## config.mk

```make
export PLATFORM = sky130hd
export DESIGN_NAME = mem_arbiter
export DESIGN_NICKNAME = d
export VERILOG_FILES = /design/src/rtl/mem_arb_pkg.sv /design/src/rtl/arb_hold_cnt.sv /design/src/rtl/mem_arbiter.sv
export SDC_FILE = /design/constraint.sdc
export NUM_CORES = 1
export LEC_CHECK = 0
export CORE_AREA = 2 2 114 116
export DETAILED_ROUTE_END_ITERATION = 10
export DIE_AREA = 0 0 116 118
export PLACE_DENSITY = 0.66
export SLEW_MARGIN = 20
export SYNTH_ARGS = -nofsm -noshare
export SYNTH_HDL_FRONTEND = slang
export SYNTH_SLANG_ARGS = --single-unit
export TNS_END_PERCENT = 1
```

## constraint.sdc

```tcl
create_clock -name clk -period 2 [get_ports clk]
set_clock_uncertainty 0.1 [all_clocks]
set_input_delay 0.4 -clock clk [delete_from_list [all_inputs] [get_ports clk]]
set_output_delay 0.4 -clock clk [all_outputs]
set_load 0.05 [all_outputs]
```

## src/rtl/mem_arb_pkg.sv

```systemverilog
`default_nettype none
// +-----------------------------------------------------------------------+
// | mem_arb_pkg                                                           |
// | Shared types and defaults for the two-master memory arbiter.         |
// | Revision: 1.0 - initial release                                       |
// +-----------------------------------------------------------------------+
package mem_arb_pkg;

  // Arbiter FSM: idle, or serving master 0 / master 1 this cycle.
  typedef enum logic [1:0] {
    ARB_IDLE  = 2'd0,
    ARB_BUSY0 = 2'd1,
    ARB_BUSY1 = 2'd2
  } arb_state_t;

  // Consecutive locked accesses allowed while the other master waits.
  localparam int LOCK_MAX_DEFAULT = 4;

endpackage
`default_nettype wire

```

## src/rtl/arb_hold_cnt.sv

```systemverilog
`default_nettype none
// +-----------------------------------------------------------------------+
// | arb_hold_cnt                                                          |
// | Saturating count of locked accesses taken while the other master     |
// | waits. at_max flags the last access before a forced release.         |
// | Revision: 1.0 - initial release                                       |
// +-----------------------------------------------------------------------+
module arb_hold_cnt
  import mem_arb_pkg::*;
#(
  parameter int LOCK_MAX = LOCK_MAX_DEFAULT
) (
  input  logic clk,
  input  logic reset_n,
  input  logic clr,
  input  logic inc,
  output logic at_max
);

  localparam int            CW        = $clog2(LOCK_MAX + 1);
  localparam logic [CW-1:0] c_cnt_max = CW'(LOCK_MAX - 1);

  logic [CW-1:0] r_cnt;

  // Clear wins over increment; the count stops at LOCK_MAX-1 so it never wraps.
  always_ff @(posedge clk or negedge reset_n) begin
    if (!reset_n) begin
      r_cnt <= '0;
    end else if (clr) begin
      r_cnt <= '0;
    end else if (inc && (r_cnt != c_cnt_max)) begin
      r_cnt <= r_cnt + 1'b1;
    end
  end

  assign at_max = (r_cnt == c_cnt_max);

endmodule
`default_nettype wire

```

## src/rtl/mem_arbiter.sv

```systemverilog
`default_nettype none
// +-----------------------------------------------------------------------+
// | mem_arbiter                                                           |
// | Req/ack arbiter sharing one single-port word memory between the CPU  |
// | (master 0) and a loader/debug port (master 1). Round-robin ties,     |
// | bounded lock for back-to-back bursts.                                 |
// | Revision: 1.0 - initial release                                       |
// +-----------------------------------------------------------------------+
module mem_arbiter
  import mem_arb_pkg::*;
#(
  parameter int AW       = 32,
  parameter int DW       = 32,
  parameter int LOCK_MAX = LOCK_MAX_DEFAULT
) (
  input  logic          clk,
  input  logic          reset_n,
  input  logic          m0_req,
  input  logic          m0_we,
  input  logic          m0_lock,
  input  logic [AW-1:0] m0_addr,
  input  logic [DW-1:0] m0_wdata,
  output logic [DW-1:0] m0_rdata,
  output logic          m0_ack,
  input  logic          m1_req,
  input  logic          m1_we,
  input  logic          m1_lock,
  input  logic [AW-1:0] m1_addr,
  input  logic [DW-1:0] m1_wdata,
  output logic [DW-1:0] m1_rdata,
  output logic          m1_ack,
  output logic          mem_we,
  output logic [AW-1:0] mem_addr,
  output logic [DW-1:0] mem_wdata,
  input  logic [DW-1:0] mem_rdata
);

  arb_state_t r_state;
  arb_state_t w_state_nxt;
  logic       r_last_grant;
  logic       w_last_grant_nxt;
  logic       w_hold_clr;
  logic       w_hold_inc;
  logic       w_hold_at_max;

  arb_hold_cnt #(
    .LOCK_MAX (LOCK_MAX)
  ) u_hold_cnt (
    .clk     (clk),
    .reset_n (reset_n),
    .clr     (w_hold_clr),
    .inc     (w_hold_inc),
    .at_max  (w_hold_at_max)
  );

  // Grant selection, lock hold and forced release; the hold count restarts
  // from zero on every entry into a busy state because IDLE always clears it.
  always_comb begin
    w_state_nxt      = r_state;
    w_last_grant_nxt = r_last_grant;
    w_hold_clr       = 1'b1;
    w_hold_inc       = 1'b0;
    case (r_state)
      ARB_IDLE: begin
        if (m0_req && (!m1_req || r_last_grant)) begin
          w_state_nxt      = ARB_BUSY0;
          w_last_grant_nxt = 1'b0;
        end else if (m1_req) begin
          w_state_nxt      = ARB_BUSY1;
          w_last_grant_nxt = 1'b1;
        end
      end
      ARB_BUSY0: begin
        w_hold_clr = !m1_req;
        w_hold_inc = m1_req;
        if (!m0_lock || (m1_req && w_hold_at_max)) begin
          w_state_nxt = ARB_IDLE;
        end
      end
      ARB_BUSY1: begin
        w_hold_clr = !m0_req;
        w_hold_inc = m0_req;
        if (!m1_lock || (m0_req && w_hold_at_max)) begin
          w_state_nxt = ARB_IDLE;
        end
      end
      default: begin
        w_state_nxt = ARB_IDLE;
      end
    endcase
  end

  // State and round-robin pointer; last_grant resets to 1 so master 0 wins the first tie.
  always_ff @(posedge clk or negedge reset_n) begin
    if (!reset_n) begin
      r_state      <= ARB_IDLE;
      r_last_grant <= 1'b1;
    end else begin
      r_state      <= w_state_nxt;
      r_last_grant <= w_last_grant_nxt;
    end
  end

  // Memory port mux decoded from state alone, so reset silences it at once.
  always_comb begin
    mem_we    = 1'b0;
    mem_addr  = '0;
    mem_wdata = '0;
    m0_ack    = 1'b0;
    m1_ack    = 1'b0;
    case (r_state)
      ARB_BUSY0: begin
        mem_we    = m0_we;
        mem_addr  = m0_addr;
        mem_wdata = m0_wdata;
        m0_ack    = 1'b1;
      end
      ARB_BUSY1: begin
        mem_we    = m1_we;
        mem_addr  = m1_addr;
        mem_wdata = m1_wdata;
        m1_ack    = 1'b1;
      end
      default: begin
      end
    endcase
  end

  // Read data fans out to both masters; only the acked one samples it.
  assign m0_rdata = mem_rdata;
  assign m1_rdata = mem_rdata;

  // A granted master with lock set must still be presenting its access.
  a_lock_req0: assert property (@(posedge clk) disable iff (!reset_n)
    (r_state == ARB_BUSY0 && m0_lock) |-> m0_req);
  a_lock_req1: assert property (@(posedge clk) disable iff (!reset_n)
    (r_state == ARB_BUSY1 && m1_lock) |-> m1_req);
  a_ack_onehot: assert property (@(posedge clk) disable iff (!reset_n)
    !(m0_ack && m1_ack));

endmodule
`default_nettype wire
```

### Routed metal, one colour a layer

Scale: 4 px per um.
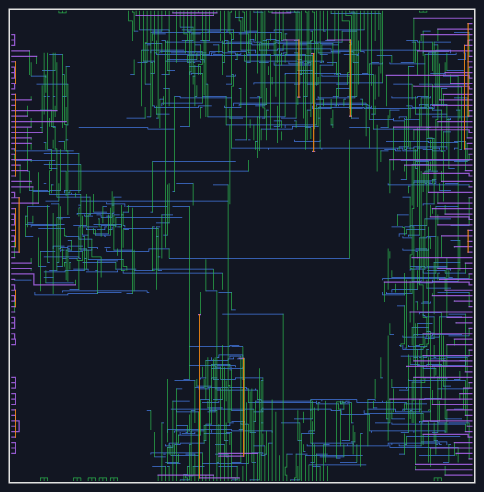
green -> M2  # wire length 4,980 um
blue -> M1  # wire length 3,060 um
purple -> M3  # wire length 913 um
orange -> M4  # wire length 237 um

### Routed clock nets over the placement

Scale: 2 px per um.
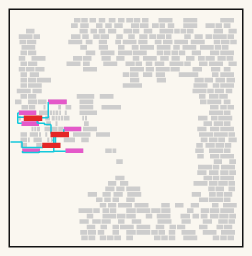
magenta -> flip-flops  # count 6
red -> clock-net drivers  # count 3
cyan -> clock wires  # length 114 um
flops lie = west
routed clock nets = 4
Power Clock: 0.335 mW
Clock power frac: 3.7%
Late-Pin Clk Latency: 0.23 ns

==> flow_summary.json <==
{
  "status": "finished with violations",
  "violations": "setup timing",
  "hold_viol": 0,
  "fmax_mhz": 471,
  "comb-cell-share_pct": 36.4,
  "grt_use_met1_pct": 12.0,
  "fp-row-count": 41,
  "clock_path_buffers": 2,
  "ios": 299,
  "cp_top_family": "buffers and inverters",
  "drv_cap": 0,
  "common_cells": "buf_4, a22oi_1, nor2b_1",
  "reg_top3": "u_hold_cnt.r_cnt (3), r_state (2), r_last_grant (1)",
  "worstPathMaxFanout": 27,
  "largest_class": "buffers",
  "cts_tree": "done",
  "p_sw_mw": 4.28,
  "largest_reg_flops": 3,
  "ir_drop_v": 0.000917,
  "aoi_share_pct": 30.7,
  "ant_nets": 0,
  "buffers": 215,
  "die_area_sq_um": 13700,
  "cp-end-kind": "primary output",
  "edf_count": 0,
  "seq_power_mw": 0.198,
  "worstMarginPinSlew_ns": 0.312,
  "clk_share_pct": 1.48,
  "stdcell_area_sq_um": 5330,
  "p_int_mw": 4.83,
  "num-fill-cells": 1168,
  "ys_types": 21,
  "worst_slack_ns": -0.125,
  "fp_nets": 430,
  "fin_nets": 564,
  "drc_errors": 0,
  "crit_end": "mem_wdata[30]",
  "grt_pass1_vias": 2542,
  "first_pass_iters": 4,
  "ys_sh_mux_pct": 0.535,
  "cpMaxStageDelayCell": "dfrtp_1",
  "gr-usage-met3_pct": 3.35,
  "critPathLaunchType": "register",
  "wirelength_met1_um": 3060,
  "cp_num_buf_inv": 3,
  "vias": 2375,
  "initCoreUtil_pct": 15.1,
  "slew_headroom_pct": 79.1,
  "comb_power_share_pct": 94.2,
  "powerDensity_nw_per_um2": 1710,
  "grt.busiest_layer": "met2",
  "max_stage_delay_ns": 0.39,
  "cp.required_ns": 1.50,
  "dp.cells": 555,
  "area_growth_pct": 184,
  "avgSynthCellArea_sq_um": 7.28,
  "ctsHoldBuffers": 0,
  "holdCritPathClass": "in2async",
  "cts-root-buf": "clkbuf_16",
  "wl_met3_um": 912,
  "netlist_area_sq_um": 1870,
  "postRouteWirelength_um": 9190,
  "drt_iter0_drc": 64,
  "async_flop_share_pct": 100,
  "io_buffers": 202,
  "die_h_um": 118,
  "synth-xor-area-share_pct": 0.468,
  "crit_start": "r_state[0]",
  "top_layer": "met4",
  "logic_area_sq_um": 1940,
  "synth_stat.cells": 257,
  "sh_seq_area_pct": 2.84,
  "cpMostUsedCell": "buf_12",
  "period_used_pct": 106,
  "log.warning_count": 31,
  "p_total_mw": 9.11,
  "reg2reg_depth": 7,
  "wl_per_cell_um": 16.3,
  "buffer_area_share_pct": 54.8,
  "r2r-end": "r_state[1]",
  "synth-simple-area-share_pct": 24.5,
  "synth.top_cell.area_share_pct": 26.9,
  "numSynthFlops": 6,
  "setup_viol": 65,
  "yosysChipArea_sq_um": 1870,
  "seqCellArea_sq_um": 151,
  "fin_setup_tns_ns": -5.34,
  "area_leaders": "buf_4, a22oi_1, nor2b_1",
  "grt_pass1_wl_um": 13500,
  "timing.rr.start": "r_state[0]",
  "critical_path_class": "reg2out",
  "crit_arrival_ns": 1.62,
  "inverters": 6,
  "h-tree-depth": 1,
  "antenna_cells": 0,
  "cts.clk_slew.worst_paths_ns": 0.04,
  "synth_cells": 257,
  "grt_overflow": 0,
  "yosys_most_used_dff": "dfrtp_1",
  "grt_max_degree": 36,
  "drive_above_1_share_pct": 56.9,
  "vias_per_cell": 4.23,
  "lay_top_count": "clkdlybuf4s50_1",
  "antenna_found_initial": 0,
  "comb_power_mw": 8.58,
  "period_needed_ns": 2.12,
  "crit_chain": "buf_6 -> ha_4 -> buf_12 -> a22oi_2 -> nor2b_4 -> buf_12",
  "ys_warn_count": 0,
  "die_x_um": 116,
  "top_register": "u_hold_cnt.r_cnt",
  "final_core_util_pct": 42.9,
  "fin_cells": 562,
  "top_cell": "buf_4",
  "cp.depth": 6,
  "logic_gate_count": 159,
  "routabilityCongestion": 0.813,
  "power_frac_seq_pct": 2.2,
  "sw_frac_of_total_pct": 47.0,
  "wl_met2_um": 4980,
  "post_cts_buffers": 1,
  "topCombFamilyByArea": "buffers and inverters",
  "placed_cell_area_sq_um": 4840,
  "grtUsageTotal_pct": 12.3,
  "rsz0062_at_grt": "yes",
  "use_met2_pct": 24.6,
  "tap_cells": 172
}
### Clock wiring as the flow saved it

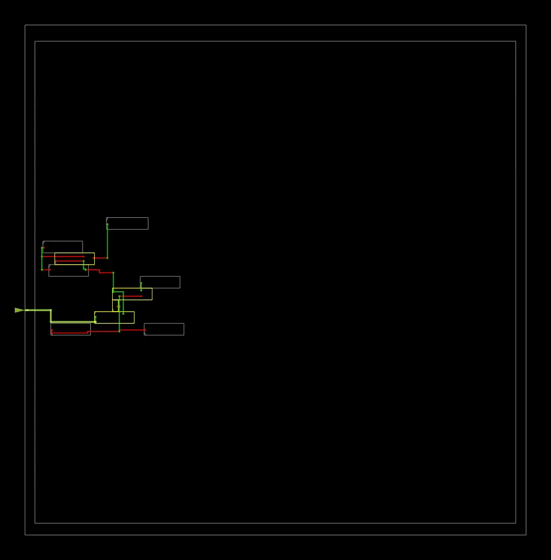
Clock Buffer Count: 4
seq_cells: 6
Num Clock Sinks: 6
CTS Buf Count: 3

Power figures rest on the tool's default switching activity, not on a simulated workload.
